zoom.png
Window x 109 to 139, y 26 to 56 um. Cells in gray, sequential cells in the stronger gray; small squares are vias.
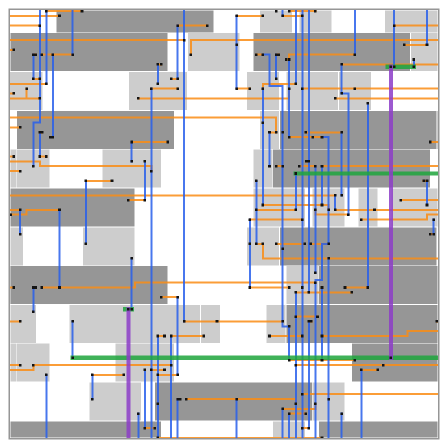
registers.png
Scale bar: 50 um. Other sequential cells in the stronger gray, the rest of the logic in the fainter gray.
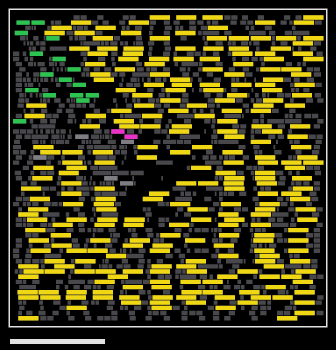
clock_map.png
Scale bar: 50 um.
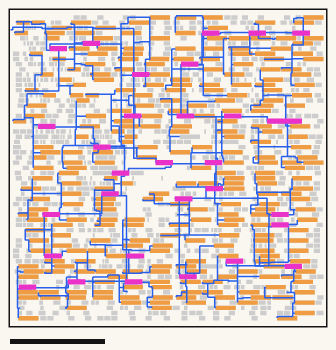
===== src/rtl/aes_pkg.sv =====
// Shared types and helpers for the AES fetch front end.
package aes_pkg;

  localparam int BLK_W = 128;
  localparam int ROW_W = 32;

  typedef enum logic [1:0] {
    IDLE  = 2'd0,
    FETCH = 2'd1,
    DRAIN = 2'd2,
    DONE  = 2'd3
  } fetch_state_e;

  // Row 0 lands in the most significant word of the block.
  function automatic logic [BLK_W-1:0] pack_rows(
    input logic [ROW_W-1:0] r0,
    input logic [ROW_W-1:0] r1,
    input logic [ROW_W-1:0] r2,
    input logic [ROW_W-1:0] r3
  );
    return {r0, r1, r2, r3};
  endfunction

endpackage


===== src/rtl/block_fifo.sv =====
// Small block FIFO: synchronous push/pop, occupancy count, head read from
// registered storage so it is stable while not popped.
module block_fifo
  import aes_pkg::*;
#(
  parameter int DEPTH = 2
) (
  input  logic                     clk,
  input  logic                     rst,
  input  logic                     push,
  input  logic [BLK_W-1:0]         wdata,
  input  logic                     pop,
  output logic [BLK_W-1:0]         head,
  output logic [$clog2(DEPTH):0]   count
);

  localparam int AW = $clog2(DEPTH);
  localparam logic [AW:0] FULL_CNT = (AW + 1)'(DEPTH);

  logic [BLK_W-1:0] mem [DEPTH];
  logic [AW-1:0]    wr_ptr;
  logic [AW-1:0]    rd_ptr;
  logic             do_push;
  logic             do_pop;

  // Guard against overflow/underflow even if the caller misbehaves.
  assign do_push = push && (count != FULL_CNT);
  assign do_pop  = pop && (count != '0);

  // Storage, pointers and occupancy; reset clears contents so the head reads 0.
  always_ff @(posedge clk) begin
    if (rst) begin
      for (int i = 0; i < DEPTH; i++) begin
        mem[i] <= '0;
      end
      wr_ptr <= '0;
      rd_ptr <= '0;
      count  <= '0;
    end else begin
      if (do_push) begin
        mem[wr_ptr] <= wdata;
        wr_ptr      <= wr_ptr + 1'b1;
      end
      if (do_pop) begin
        rd_ptr <= rd_ptr + 1'b1;
      end
      case ({do_push, do_pop})
        2'b10:   count <= count + 1'b1;
        2'b01:   count <= count - 1'b1;
        default: count <= count;
      endcase
    end
  end

  assign head = mem[rd_ptr];

endmodule


===== src/rtl/aes_block_fetch.sv =====
// Fetches 128-bit blocks from the row memory into a FIFO and hands them to
// the round core. Handshake: a block transfers on any posedge where
// blk_valid && blk_ready; blk_valid never depends on blk_ready and
// blk_data holds steady while blk_valid is high and no transfer occurs.
module aes_block_fetch
  import aes_pkg::*;
#(
  parameter int DEPTH = 2,
  parameter int CNT_W = 16
) (
  input  logic               clk,
  input  logic               rst,
  input  logic               start,
  input  logic               mem_empty,
  input  logic [ROW_W-1:0]   mem_row0,
  input  logic [ROW_W-1:0]   mem_row1,
  input  logic [ROW_W-1:0]   mem_row2,
  input  logic [ROW_W-1:0]   mem_row3,
  output logic               mem_ren,
  output logic               blk_valid,
  output logic [BLK_W-1:0]   blk_data,
  input  logic               blk_ready,
  output logic               busy,
  output logic               done,
  output logic [CNT_W-1:0]   block_count,
  output logic [1:0]         state_dbg
);

  localparam int CW = $clog2(DEPTH) + 1;
  localparam logic [CW-1:0] FULL_CNT = CW'(DEPTH);
  localparam logic [CW-1:0] ONE_CNT  = CW'(1);

  fetch_state_e  state;
  logic [CW-1:0] count;
  logic          pop;

  // A full FIFO blocks the read even when a pop happens the same cycle.
  assign mem_ren   = (state == FETCH) && !mem_empty && (count != FULL_CNT);
  assign blk_valid = (count != '0);
  assign pop       = blk_valid && blk_ready;

  block_fifo #(.DEPTH(DEPTH)) u_fifo (
    .clk   (clk),
    .rst   (rst),
    .push  (mem_ren),
    .wdata (pack_rows(mem_row0, mem_row1, mem_row2, mem_row3)),
    .pop   (pop),
    .head  (blk_data),
    .count (count)
  );

  // Run control and delivered-block counter; start is only honoured in IDLE/DONE.
  always_ff @(posedge clk) begin
    if (rst) begin
      state       <= IDLE;
      block_count <= '0;
    end else begin
      if (pop) begin
        block_count <= block_count + 1'b1;
      end
      case (state)
        IDLE: begin
          if (start) begin
            state       <= FETCH;
            block_count <= '0;
          end
        end
        FETCH: begin
          if (mem_empty) begin
            state <= DRAIN;
          end
        end
        DRAIN: begin
          if ((count == '0) || ((count == ONE_CNT) && pop)) begin
            state <= DONE;
          end
        end
        DONE: begin
          if (start) begin
            state       <= FETCH;
            block_count <= '0;
          end
        end
        default: state <= IDLE;
      endcase
    end
  end

  assign busy      = (state == FETCH) || (state == DRAIN);
  assign done      = (state == DONE);
  assign state_dbg = state;

endmodule


===== config.mk =====
export PLATFORM = sky130hd
export DESIGN_NAME = aes_block_fetch
export DESIGN_NICKNAME = d
export VERILOG_FILES = /design/src/rtl/aes_pkg.sv /design/src/rtl/block_fifo.sv /design/src/rtl/aes_block_fetch.sv
export SDC_FILE = /design/constraint.sdc
export NUM_CORES = 1
export LEC_CHECK = 0
export ABC_CLOCK_PERIOD_IN_PS = 8000
export CORE_UTILIZATION = 45
export CTS_CLUSTER_SIZE = 28
export DETAILED_ROUTE_END_ITERATION = 6
export GPL_TIMING_DRIVEN = 0
export HOLD_SLACK_MARGIN = 0.03
export PLACE_DENSITY_LB_ADDON = 0.05
export SETUP_SLACK_MARGIN = 0.5
export SYNTH_ARGS = -nofsm -noshare
export SYNTH_HDL_FRONTEND = slang
export SYNTH_SLANG_ARGS = --single-unit

===== constraint.sdc =====
create_clock -name clk -period 8 [get_ports clk]
set_clock_uncertainty 0.2 [all_clocks]
set_input_delay 1.6 -clock clk [delete_from_list [all_inputs] [get_ports clk]]
set_output_delay 1.6 -clock clk [all_outputs]
set_load 0.05 [all_outputs]

==> flow_summary.rst <==
Flow metrics
------------

.. list-table::
   :header-rows: 1

   * - Metric
     - Value
   * - Result of the run
     - finished with violations
   * - Failing checks
     - DRC
   * - Part of the power in registers
     - a little over a third
   * - Post-DP HPWL
     - between 15 and 20 mm
   * - Data required time at the worst endpoint
     - about 6.2 ns
   * - Fin Setup TNS
     - 0 ns
   * - Gr busiest metal
     - met2
   * - Startpoint type of the worst setup path
     - primary input
   * - Overflow after GRT
     - 0
   * - RSZ-0062 raised after global routing
     - false
   * - Fill cells
     - roughly 2100
   * - Number of antenna violations at the first check in global routing
     - 3
   * - Most common cell after layout, fill and taps aside
     - clkdlybuf4s50_1
   * - Startpoint of the worst hold path
     - block_count[15]$_SDFF_PP0_
   * - Mean cell area of the mapped netlist
     - about 15 um2
   * - Grt met3 use
     - about 5.4%
   * - Buffers & Inverters on Critical Path
     - 4
   * - Count of antenna diodes in the layout
     - 4
   * - Count of maximum capacitance violations
     - 0
   * - Pre-placement core utilization
     - between 40 and 50%
   * - Capture point of the critical path
     - mem_ren
   * - Total length of routed met2 wires
     - 13.0 mm
   * - Reg-to-Reg Start
     - state_dbg[0]$_SDFFE_PP0P_
   * - Chip area line of the yosys report
     - 12100 um2
   * - Compound Share, Synth
     - 0.871%
   * - Worst reg-to-reg setup slack
     - roughly 4.7 ns
   * - Proportion of netlist area held by the largest area contributor
     - ~64%
   * - Non-clock inverter instance count of the final layout
     - 9
   * - Final critical-path share of the clock period
     - approximately two thirds
   * - Total number of tap cells
     - between 300 and 400
   * - Num sequential
     - 279
   * - Drt via density
     - 4.88
   * - Synthesized instance count
     - 816
   * - Regs by FF count
     - u_fifo.mem: 256 flops, block_count: 16 flops
   * - Total of endpoints with negative setup slack in the final report
     - 0
   * - Total DRC errors in the routed layout
     - around 40
   * - Chip Footprint
     - ~27000 um2
   * - # placed instances
     - 1439
   * - Commonest cells in the netlist
     - and2_1, edfxtp_1, mux2_2
   * - Largest fanout on the critical path
     - 6
   * - Deepest level of the CTS H-tree
     - 1
   * - Hold-fix buffers, CTS
     - 0
   * - Post-Synth XOR/XNOR Area
     - approximately 1.0%
   * - GR met1 Demand/Resource
     - approximately a quarter
   * - CTS tree
     - done
   * - Distinct lib cells used
     - 45
   * - Destination of the worst register-to-register timing path
     - u_fifo.mem[1][25]$_SDFFCE_PN0P_
   * - Post-layout instance area
     - 16500 um2
   * - Via count of the first global-routing pass
     - 7482
   * - Flip-flops with a built-in enable
     - 256
   * - Vias after detailed routing
     - 7316
   * - Dominant logic cell types in the final layout
     - clkdlybuf4s50_1, and2_1, edfxtp_1, mux2_2, clkbuf_1
   * - Master of the slowest instance on the critical path
     - clkdlybuf4s50_1
   * - Multi-input logic portion of the cell area
     - 22.5%
   * - Post-CTS setup-driven buffer insertion count
     - 0
   * - Share of final layout cell area taken by clock buffers and inverters
     - slightly above 6%
   * - Most frequent CP cell
     - clkdlybuf4s50_1
   * - Top Ports
     - 283
   * - Leakage power total
     - 6.11 nW
   * - Terminating pin of the worst hold path
     - block_count[15]$_SDFF_PP0_
   * - Worst hold path depth
     - 2
   * - Worst-margin pin slew
     - between 0.8 and 0.9 ns
   * - Total power after layout
     - about 5.2 mW
   * - Leading post-synthesis cells by cell area
     - edfxtp_1, and2_1, mux2_2, dfxtp_1, clkbuf_1
   * - Crit path kind
     - primary input to output pin
   * - Maximum vdd drop
     - between 200 and 300 uV
   * - Data arrival time at the worst-slack endpoint
     - roughly 3.4 ns
   * - Number of buffers on the longest clock path
     - 3
   * - Cts bufs inserted
     - 31
   * - Synth Area in Simple Gates
     - between 10% and 20%
   * - Ys async rst share
     - 0%
   * - Cells in synth_stat.txt
     - approximately 820
   * - Number of rows in the core area
     - around 60
   * - Portion of the post-synthesis area used by sequential elements
     - between 60 and 70%
   * - Floorplan Core Area
     - approximately 26000 um2
   * - Tally of nets with antenna violations remaining after routing
     - 0
   * - Power density cells
     - between 300 and 400 nW/um2
   * - Commonest flop
     - edfxtp_1
   * - Cell area after synthesis
     - approximately 12000 um2
   * - Sw power
     - 1.85 mW
   * - Multiplexer area fraction after synthesis
     - 12.0%
   * - First-pass iteration count of the detailed router
     - 7
   * - Synth flops
     - approximately 280
   * - GR Util All Layers
     - between 10% and 20%
   * - Final-report max-slew violation count
     - 0
   * - Number of nets at floorplan
     - 957
   * - Post-cts resize count
     - 0
   * - Global Route met2 Usage
     - 33.1%
   * - Yosys top cell by area
     - edfxtp_1
   * - Number of logic stages on the critical path including buffering
     - 6
   * - Crit. Startpoint
     - mem_empty
   * - Register clock-pin slew on the reported worst setup and hold paths
     - ~0.06 ns
   * - Relative area change from synthesis to final layout
     - 36.6%
   * - Global-route wire length before repair
     - ~41 mm
   * - Number of buffers other than clock buffers in the final layout
     - ~340
   * - Cell depth of the worst flop-to-flop path
     - 9
   * - Tightest Hold Check Type
     - register to register
   * - Clock root buffer
     - clkbuf_16
   * - CP Capture Type
     - output pin
   * - Main logic family after synthesis
     - simple AND/OR/NAND/NOR gates
## Picture notes: zoom.png
met1: shown in orange. met2: shown in blue. met4: shown in purple. met3: shown in green.
Netlist names of flops here include `u_fifo.mem` (13). Sequential cells in the window: 13. 41 logic cells have their middle in the window. Most frequent: edfxtp_1 (13), and2_1 (12).

## Picture notes: registers.png
`u_fifo.count`: shown in magenta, flops 2. `u_fifo.mem`: shown in yellow, flops 256, where all over the die. `block_count`: shown in green, flops 16, where top left.
Another 5 sequential cells are not colored.
proportion of cell area occupied by registers: 49.4%
sequential power: 1.84 mW
Post-Route Utilization: 62.9%
Sequential cell area: 8150 um2

## Picture notes: clock_map.png
flip-flops: shown in orange, count 279. cells driving clock nets: shown in magenta, count 31. clock wires: shown in blue, length 3290 um.
Position of the flops: all over the die. There are 32 routed clock nets.
clock network power: 1.41 mW
Skew-Pair Late Insertion Delay: 0.54 ns
portion of total power attributed to the clock network: 26.9%

Power and IR drop assume default switching activity.
